Run 1, clock routing:
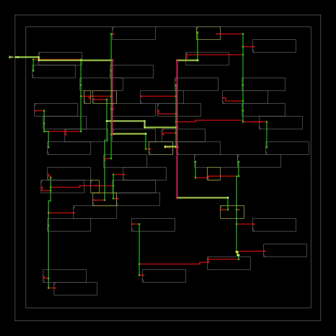
Run 1, gate families picked out:
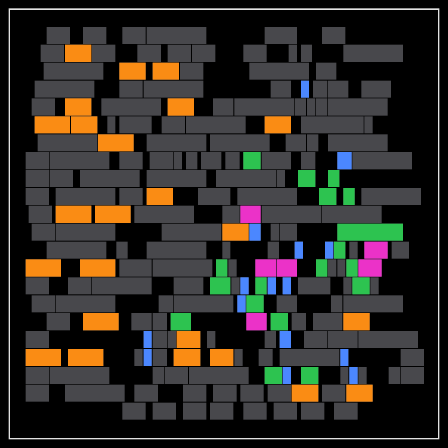
Run 1, where the registers sit:
Other sequential cells in the stronger grey, the rest of the logic in the fainter grey.
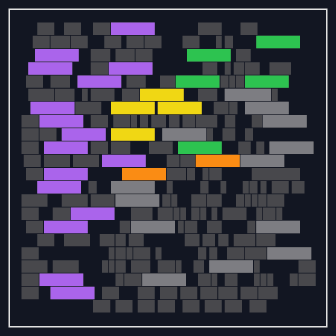
===== config.mk =====
export PLATFORM = sky130hd
export DESIGN_NAME = sys_ctrl
export DESIGN_NICKNAME = d
export VERILOG_FILES = /design/src/rtl/sys_ctrl.sv
export SDC_FILE = /design/constraint.sdc
export NUM_CORES = 1
export LEC_CHECK = 0
export CORE_MARGIN = 2
export CORE_UTILIZATION = 52
export DETAILED_ROUTE_END_ITERATION = 12
export GPL_ROUTABILITY_DRIVEN = 0
export GPL_TIMING_DRIVEN = 1
export MAX_ROUTING_LAYER = met4
export PLACE_DENSITY_LB_ADDON = 0.15
export SYNTH_ARGS = -nofsm -noshare
export SYNTH_HDL_FRONTEND = slang
export SYNTH_SLANG_ARGS = --single-unit

===== constraint.sdc =====
create_clock -name clk -period 3.8 [get_ports clk]
set_clock_uncertainty 0.05 [all_clocks]
set_input_delay 0.76 -clock clk [delete_from_list [all_inputs] [get_ports clk]]
set_output_delay 0.76 -clock clk [all_outputs]
set_load 0.02 [all_outputs]

===== src/rtl/sys_ctrl.sv =====
// sys_ctrl: clock-enable divider, peripheral reset stretcher and tick-paced decoded bus controller
//   in : clk, rst_n (async active-low), addr, rd, wr, slave_ack[NUM_SLAVES]
//   out: clk_en (tick), sys_reset, cs (one-hot), slave_rd, slave_wr, ready, bus_err, err_addr
module sys_ctrl #(
  parameter int NUM_SLAVES = 4,
  parameter int ADDR_W = 16,
  parameter int DEC_W = 4,
  parameter int DIV_LOG2 = 4,
  parameter int RST_TICKS = 16,
  parameter int TIMEOUT = 15,
  parameter logic [NUM_SLAVES*DEC_W-1:0] SLAVE_BASE = {4'hF, 4'hA, 4'h9, 4'h0},
  parameter logic [NUM_SLAVES*DEC_W-1:0] SLAVE_MASK = {4'hF, 4'hF, 4'hF, 4'h8}
) (
  input  logic                  clk,
  input  logic                  rst_n,
  input  logic [ADDR_W-1:0]     addr,
  input  logic                  rd,
  input  logic                  wr,
  input  logic [NUM_SLAVES-1:0] slave_ack,
  output logic                  clk_en,
  output logic                  sys_reset,
  output logic [NUM_SLAVES-1:0] cs,
  output logic                  slave_rd,
  output logic                  slave_wr,
  output logic                  ready,
  output logic                  bus_err,
  output logic [ADDR_W-1:0]     err_addr
);
  localparam int DW = DIV_LOG2 > 0 ? DIV_LOG2 : 1;
  localparam int SW = $clog2(RST_TICKS + 1) > 0 ? $clog2(RST_TICKS + 1) : 1;
  localparam int TW = $clog2(TIMEOUT + 1) > 0 ? $clog2(TIMEOUT + 1) : 1;
  typedef enum logic [1:0] {IDLE, ACCESS, DONE} state_t;
  state_t state_q, state_d;
  logic [DW-1:0] div_q, div_d;
  logic [SW-1:0] st_q, st_d;
  logic sys_reset_q, sys_reset_d;
  logic [NUM_SLAVES-1:0] hit_oh, cs_q, cs_d;
  logic slave_rd_q, slave_rd_d, slave_wr_q, slave_wr_d;
  logic ready_q, ready_d, bus_err_q, bus_err_d;
  logic [ADDR_W-1:0] err_addr_q, err_addr_d;
  logic [TW-1:0] timer_q, timer_d;
  logic req, req_ok, acked, tmo;
  // With DIV_LOG2=0 the divider is frozen at zero and every clk is a tick
  assign clk_en = (DIV_LOG2 == 0) || (div_q == '1);
  assign div_d = (DIV_LOG2 == 0) ? '0 : div_q + 1'b1;
  // Stretch counter only advances while sys_reset is still asserted
  always_comb begin
    st_d = (clk_en && sys_reset_q) ? st_q + 1'b1 : st_q;
    sys_reset_d = sys_reset_q && !(clk_en && int'(st_q) + 1 >= RST_TICKS);
  end
  // Scan from the top slot down so the lowest-index hit overwrites the rest
  always_comb begin
    hit_oh = '0;
    for (int i = NUM_SLAVES - 1; i >= 0; i--)
      if ((addr[ADDR_W-1 -: DEC_W] & SLAVE_MASK[i*DEC_W +: DEC_W]) == SLAVE_BASE[i*DEC_W +: DEC_W]) begin
        hit_oh = '0;
        hit_oh[i] = 1'b1;
      end
  end
  assign req = !sys_reset_q && (rd || wr);
  assign req_ok = (rd ^ wr) && |hit_oh;
  assign acked = |(slave_ack & cs_q);
  assign tmo = int'(timer_q) + 1 >= TIMEOUT;
  always_ff @(posedge clk or negedge rst_n)
    if (!rst_n) state_q <= IDLE;
    else state_q <= state_d;
  always_comb begin
    state_d = state_q;
    if (clk_en)
      case (state_q)
        IDLE:    if (req) state_d = req_ok ? ACCESS : DONE;
        ACCESS:  if (acked || tmo) state_d = DONE;
        DONE:    if (!rd && !wr) state_d = IDLE;
        default: state_d = IDLE;
      endcase
  end
  always_comb begin
    cs_d = cs_q;
    slave_rd_d = slave_rd_q;
    slave_wr_d = slave_wr_q;
    ready_d = ready_q;
    bus_err_d = bus_err_q;
    err_addr_d = err_addr_q;
    timer_d = timer_q;
    if (clk_en)
      case (state_q)
        IDLE: if (req) begin
          if (req_ok) begin
            cs_d = hit_oh;
            slave_rd_d = rd;
            slave_wr_d = wr;
            timer_d = '0;
          end else begin
            ready_d = 1'b1;
            bus_err_d = 1'b1;
            err_addr_d = addr;
          end
        end
        ACCESS: begin
          // An ack on the final timer tick still counts as success
          timer_d = acked ? timer_q : timer_q + 1'b1;
          if (acked || tmo) begin
            cs_d = '0;
            slave_rd_d = 1'b0;
            slave_wr_d = 1'b0;
            ready_d = 1'b1;
            bus_err_d = !acked;
            err_addr_d = acked ? err_addr_q : addr;
          end
        end
        // Status pulses last exactly one tick regardless of the held strobes
        DONE: begin
          ready_d = 1'b0;
          bus_err_d = 1'b0;
        end
        default: ;
      endcase
  end
  always_ff @(posedge clk or negedge rst_n)
    if (!rst_n) begin
      div_q <= '0;
      st_q <= '0;
      sys_reset_q <= 1'b1;
      cs_q <= '0;
      slave_rd_q <= 1'b0;
      slave_wr_q <= 1'b0;
      ready_q <= 1'b0;
      bus_err_q <= 1'b0;
      err_addr_q <= '0;
      timer_q <= '0;
    end else begin
      div_q <= div_d;
      st_q <= st_d;
      sys_reset_q <= sys_reset_d;
      cs_q <= cs_d;
      slave_rd_q <= slave_rd_d;
      slave_wr_q <= slave_wr_d;
      ready_q <= ready_d;
      bus_err_q <= bus_err_d;
      err_addr_q <= err_addr_d;
      timer_q <= timer_d;
    end
  assign sys_reset = sys_reset_q;
  assign cs = cs_q;
  assign slave_rd = slave_rd_q;
  assign slave_wr = slave_wr_q;
  assign ready = ready_q;
  assign bus_err = bus_err_q;
  assign err_addr = err_addr_q;
endmodule


==> out/qor.txt, run 1 <==
DRC viols -> 0
Mapped Avg Cell Area -> 12.0 um^2
Final #Nets -> 241
Number of H-tree levels -> 2
Post-cts resize count -> 0
Status -> complete, no violations
CTS tree -> built
Wire per inst -> 15.0 um
Layout cells sized above 1 -> 16.9%
Leakage -> 1.14 nW
Critical path arrival -> 1.96 ns
Final Setup Violations -> 0
IO buf count -> 49
Tcrit/Tclk final -> 72.9%
Die width -> 65.1 um
Async SR Flop Fraction -> 100%
CTS hold repair buffers -> 0
Total gr overflow -> 0
Post-synth EDFFs -> 0
Design Power -> 1.18 mW
FP Util -> 53.4%
Worst hold path type -> reg2reg
Fmax -> 0.361 GHz
# rows -> 22
Post-DP HPWL -> 2900 um
DRT iter0 DRCs -> 80
Drt pass-1 iters -> 4
CP Capture Type -> primary output
Worst vdd ir -> 256 uV
Io pins -> 50
Top FF cell, synth -> dfrtp_1
Tot GR Track Use -> 21.2%
Pre-CTS setup slack -> 0.739 ns
Ys flops -> 40
Worst-margin pin slew -> 0.854 ns
Post-Syn Nets -> 190
CP required -> 2.99 ns
First-pass GRT wire length -> 6520 um
Max_slew headroom -> 43.1%
Core area -> 3630 um^2
Cell Area, Synth -> 1940 um^2
Tool warnings -> 27
Chip Area, Yosys -> 1940 um^2
Ys cells -> 161
Post-CTS setup buffers -> 0
RSZ-0062 raised after global routing -> false
Via count -> 1370
Slew Viols, Final -> 0
CTS Buffer Depth -> 2
DIE AREA -> 4230 um^2
PnR worst setup slack -> 1.03 ns
Ys Warns -> 0
Seq share, synth -> 51.7%
DIE HEIGHT -> 65.1 um
Clk slew on worst S/H paths -> 0.08 ns
Distinct cells, synth -> 38
# fillers -> 291
Area grow syn2layout -> 29.7%
Crit start category -> register
PD cells -> 468 nW/um^2
Fin Setup TNS -> 0 ns
Final ANT Viol Nets -> 0
Vias in the first global route -> 1439
Combinational gate area -> 845 um^2
Antenna cells -> 0
Via density -> 5.25
-- 'clock routing' (at the start) --
# clk buffers: 6
CTS sink cnt: 40
Power Clock: 0.273 mW
Inserted Clock Buffers: 5

-- 'gate families picked out' (at the start) --
Key: green = inverting AOI/OAI gates [cells 18, most used o21ai_0]; blue = NOR gates [cells 15, most used nor2_1]; orange = multiplexers [cells 24, most used mux2_2]; magenta = AND-OR and OR-AND gates [cells 6, most used a211o_1]
Non-Filler Instances: 261
Top cell excl fill/tap: clkdlybuf4s50_1
Comb/total area: 33.6%

-- 'where the registers sit' (at the start) --
Key: yellow = `div_q` [flops 4]; orange = `state_q` [flops 2]; green = `st_q` [flops 5]; purple = `err_addr` [flops 16]
Another 13 sequential cells are not coloured.
sequential share of cell area: 39.9%
Sequential Area: 1000 um^2
Core Util, Final: 69.2%
seq pwr: 0.546 mW

==> run 1: through the flow <==
step / instances / cell area, um^2 / hold WS, ns
detailed placement: 253 / 2430 / 0.396
finish: 261 / 2510 / 0.422
global route: 261 / 2510 / 0.449
global placement: 253 / 2430 / 0.382
floorplan: 161 / 1940 / 0.371
CTS: 261 / 2510 / 0.428
==> run 1: path summary, 6_finish.rpt <==
path	startpoint	to	slack [ns]	depth (start not counted)
setup / recovery	div_q[0]	clk_en	1.03	3
hold / removal	st_q[3]	st_q[3]	0.42	1
setup reg to reg	timer_q[0]	err_addr[14]	1.17	8
hold reg to reg	st_q[3]	st_q[3]	0.42	1
max in group asynchronous	rst_n	state_q[0]	2.64	1
min in group asynchronous	rst_n	slave_wr	0.52	1
==> run 1: synth_stat cells, drive strengths merged, types with 2 or more instances <==
master	instances	area, um^2
nor3	2	10.0
a22oi	2	15.0
buf	6	62.6
mux2	22	282
o21ai	6	30.0
o31ai	5	37.5
and3	2	12.5
ha	5	62.6
nor2	12	45.0
xnor2	4	35.0
nand2	12	45.0
nand2b	2	12.5
inv	8	30.0
nand3	9	45.0
and2	2	12.5
nand4	2	12.5
mux2i	2	20.0
dfrtp	39	976
xor2	3	26.3
a211o	2	17.5
==> run 1: per-layer routing <==
| layer | up-vias | global-route usage, % | share of wire [%] |
|---|---|---|---|
| met2 | 40 | 35.3 | 52 |
| met1 | 658 | 24.4 | 42 |
| met3 | 10 | 5.21 | 4.9 |
| li1 | 662 | - | - |
| met5 | - | - | 0 |
| met4 | 0 | 9.38 | 1.6 |
==> run 1: kinds of logic (layout without fill, tap and decap cells) <==
kind of cell	after synthesis	count (layout)	share of synthesized area, %
compound gates	24	24	10.1
buf+inv	14	66	4.77
flops	40	40	51.7
fa+ha+maj	5	5	3.23
simple gates	47	47	11.5
xor+xnor	7	7	3.16
mux	24	24	15.5
==> run 1: flip-flops by register name, indices dropped and copies added, names as in the netlist <==
register,cells
bus_err,1
cs,4
div_q,4
err_addr,16
ready,1
slave_rd,1
slave_wr,1
st_q,5
state_q,2
sys_reset,1
timer_q,4
==> run 1: report_power, final <==
group	total, mW	internal [mW]	switching, mW
Clock	0.273	0.128	0.144
Combinational	0.357	0.196	0.161
Sequential	0.546	0.494	0.0520
==> run 1: placed cells by master, fill, tap and decap left out, types with 3 or more instances in the layout <==
master | netlist | routed
clkbuf_8 | 0 | 5
clkdlybuf4s50_1 | 0 | 48
dfrtp_1 | 39 | 39
ha_1 | 5 | 5
inv_1 | 8 | 8
mux2_2 | 13 | 13
mux2_4 | 9 | 9
nand2_1 | 12 | 12
nand3_1 | 9 | 9
nor2_1 | 12 | 12
o21ai_0 | 6 | 6
o31ai_1 | 5 | 5
xnor2_1 | 4 | 4
xor2_1 | 3 | 3
==> run 1: worst max-delay path: stages (launching register included) <==
cell	delay, ns
dfrtp_1	0.39
ha_1	0.21
and3_1	0.39
clkdlybuf4s50_1	0.67
==> run 1: area by class of cell <==
cell class,instances,share of cell area [%]
clock buffer,6,2.89
clock inverter,2,0.498
inverter,8,1.19
multi-input combinational,107,33.6
sequential,40,39.9
tap,48,2.39
timing repair buffer,50,19.6
Run 1, cells coloured by class:
Bar = 20 um. Fill, decap, tap and diode cells in grey.
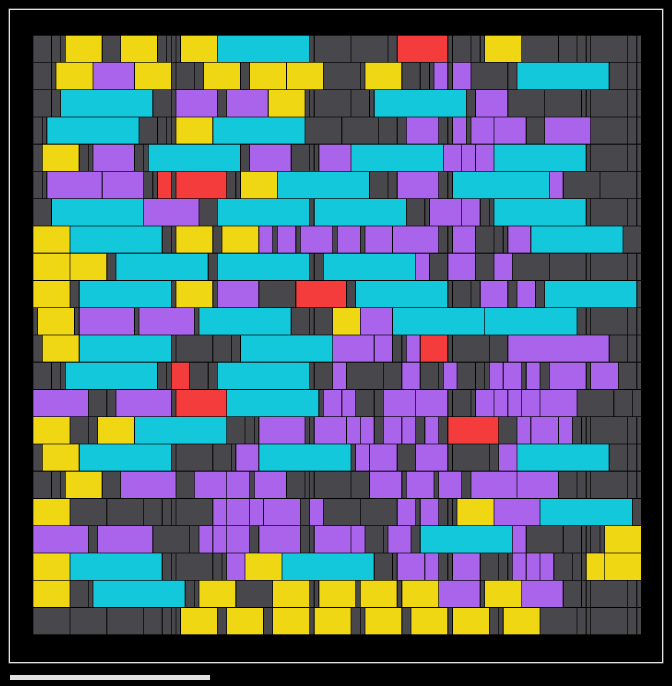

--- run 2 (diff from run 1) ---
Settings changed: CORE_UTILIZATION 52 to 44.
Clock period 3.8 ns to 2.4 ns, I/O delays scaled along.
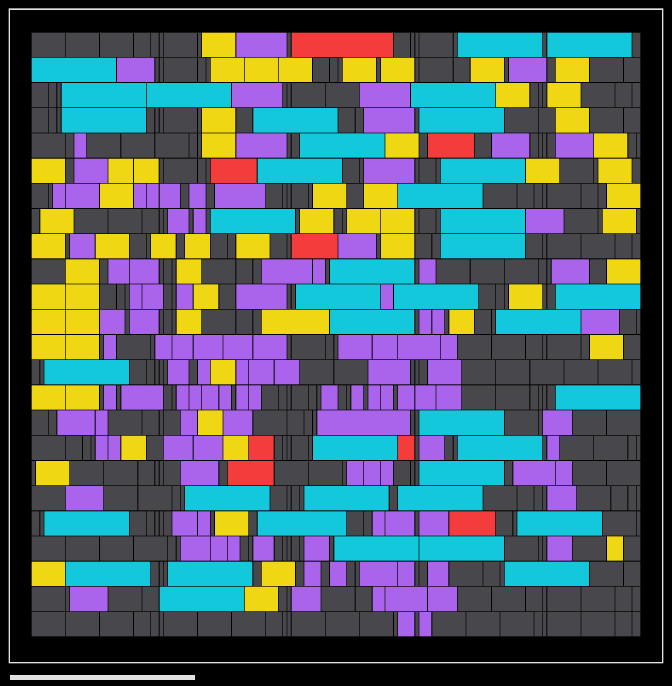
Run 2: cells coloured by class
Bar = 20 um. Fill, decap, tap and diode cells in grey.
Key: purple = all other logic [cells 115, share of their area 34%]; red = clock drivers and dummy loads [cells 8, share of their area 4.3%]; cyan = flip-flops [cells 40, share of their area 39%]; yellow = other buffers and delay cells [cells 62, share of their area 23%]
Core Util, Final: 61.8%
sequential share of cell area: 37.7%
# rows: 24

==> out/qor.txt, run 2 <==
Worst vdd ir -> 324 uV (+27%)
CP Capture Type -> primary output
IO buf count -> 49 (unchanged)
RR Endpoint -> err_addr[9]
Post-DP HPWL -> 3120 um (+7.3%)
Distinct cells, synth -> 38 (unchanged)
Cell Area, Synth -> 1940 um^2 (unchanged)
Top cells, area -> dfrtp_1 (50%), mux2_2 (7.5%), mux2_4 (7.0%)
Die width -> 70.4 um (+8.2%)
Chip Area, Yosys -> 1940 um^2 (unchanged)
Setup slack, reg-to-reg -> 0.13 ns (-1.04 ns)
Met3 wire len -> 213 um (+10%)
Top FF cell, synth -> dfrtp_1
Clk slew on worst S/H paths -> 0.08 ns (about the same)
Core area -> 4290 um^2 (+18%)
Tot GR Track Use -> 18.4% (-2.8 points)
Hold_ws -> 0.248 ns (-0.174 ns)
Tool warnings -> 27 (unchanged)
CP required -> 1.87 ns (-1.12 ns)
Drt pass-1 iters -> 6 (+2)
First-pass GRT wire length -> 6920 um (+6.1%)
CTS tree -> built
Most area-hungry cell type in the Yosys netlist -> dfrtp_1
DRT iter0 DRCs -> 94 (+18%)
Synth top cell by count -> dfrtp_1
Clock root cell -> clkbuf_8
Mapped Avg Cell Area -> 12.0 um^2 (unchanged)
Max_slew headroom -> 41.8% (-1.3 points)
Async SR Flop Fraction -> 100% (unchanged)
Sequential Area -> 1000 um^2 (unchanged)
Leakage -> 1.21 nW (+6.6%)
Ys Warns -> 0 (unchanged)
Initial antenna violation count -> 0
Inserted Clock Buffers -> 5 (unchanged)
Final #Nets -> 253 (+5.0%)
Via density -> 5.14 (-2.1%)
DIE HEIGHT -> 70.4 um (+8.2%)
Slew Viols, Final -> 0 (unchanged)
Final ANT Viol Nets -> 0 (unchanged)
Vias in the first global route -> 1499 (+4.2%)
Synth top area share -> 50.3% (unchanged)
DRC viols -> 0 (unchanged)
Io pins -> 50 (unchanged)
Crit start category -> register
Status -> complete, no violations
Seq share, synth -> 51.7% (unchanged)
Total gr overflow -> 0 (unchanged)
Top Layout Cells -> clkdlybuf4s50_1 (48), dfrtp_1 (39), mux2_2 (13)
Final Setup Violations -> 0 (unchanged)
Max reg flops -> 16 (unchanged)
Pre-CTS setup slack -> -0.120 ns (-0.859 ns)
# fillers -> 347 (+19%)
Reg2Reg Depth -> 7 (-1)
Antenna cells -> 0 (unchanged)
PnR worst setup slack -> 0.0732 ns (-0.957 ns)
Wl on met1 -> 1700 um (+4.0%)
Met2 wire length -> 2090 um (+2.9%)
Crit path from -> div_q[0]
Layout cells sized above 1 -> 22.7% (+5.8 points)
Fin Setup TNS -> 0 ns (unchanged)
Number of H-tree levels -> 2 (unchanged)
DIE AREA -> 4950 um^2 (+17%)
Ys flops -> 40 (unchanged)
Post-synth EDFFs -> 0 (unchanged)
Worst hold path type -> in2async
Critical path arrival -> 1.80 ns (-0.16 ns)
Via count -> 1423 (+3.9%)
## run 2: stage by stage
stage | area, um^2 | std cells | power, mW
global route | 2660 | 277 | 2.09
detailed placement | 2540 | 269 | 1.47
global placement | 2540 | 269 | 1.45
floorplan | 1940 | 161 | 1.16
finish | 2660 | 277 | 1.99
CTS | 2660 | 277 | 2.02
## run 2: logic make-up (layout without fill, tap and decap cells)
kind of cell / Yosys count / after routing / share of synthesized area (%)
multiplexers: 24 / 24 / 15.5
AND-OR/OR-AND: 24 / 24 / 10.1
adder cells (fa/ha/maj): 5 / 5 / 3.23
flip-flops: 40 / 40 / 51.7
XOR/XNOR: 7 / 7 / 3.16
buffers and inverters: 14 / 78 / 4.77
AND/OR/NAND/NOR: 47 / 47 / 11.5
## run 2: routing by layer
layer,vias up,GRT usage (%)
met1,688,21.5
met4,0,5.13
met2,43,31.7
met3,6,4.47
li1,686,-
met5,-,-
## run 2: critical path: stages (launching register included)
cell and delay (ns):
dfrtp_1 0.37, ha_1 0.18, and3_2 0.31, clkdlybuf4s50_1 0.64
## run 2: how the worst max path moves through the flow
stage / to / slack (ns) / cells past startpoint
floorplan: err_addr[10] / 0.10 / 9
global placement: err_addr[3] / -0.08 / 8
detailed placement: err_addr[4] / -0.12 / 8
CTS: clk_en / 0.06 / 3
global route: clk_en / 0.007 / 3
finish: clk_en / 0.07 / 3
## run 2: layout make-up
class	count	share of cell area [%]
tap	52	2.45
multi-input combinational	107	32.0
timing repair buffer	62	22.4
clock buffer	5	2.59
inverter	8	1.13
clock inverter	3	1.60
sequential	40	37.7
## run 2: repair_timing
item | in CTS | in global routing
gates resized | 1 | 0
setup buffers | 0 | 0
setup endpoints to repair | 1 | 0
hold buffers | 0 | 0
## run 2: report_power, final
part | switching, mW | internal [mW] | total, mW
Sequential | 0.0842 | 0.782 | 0.866
Clock | 0.235 | 0.307 | 0.542
Combinational | 0.261 | 0.323 | 0.584
Total | 0.580 | 1.41 | 1.99
No activity file was given, so power comes from the tool's default toggle rates.
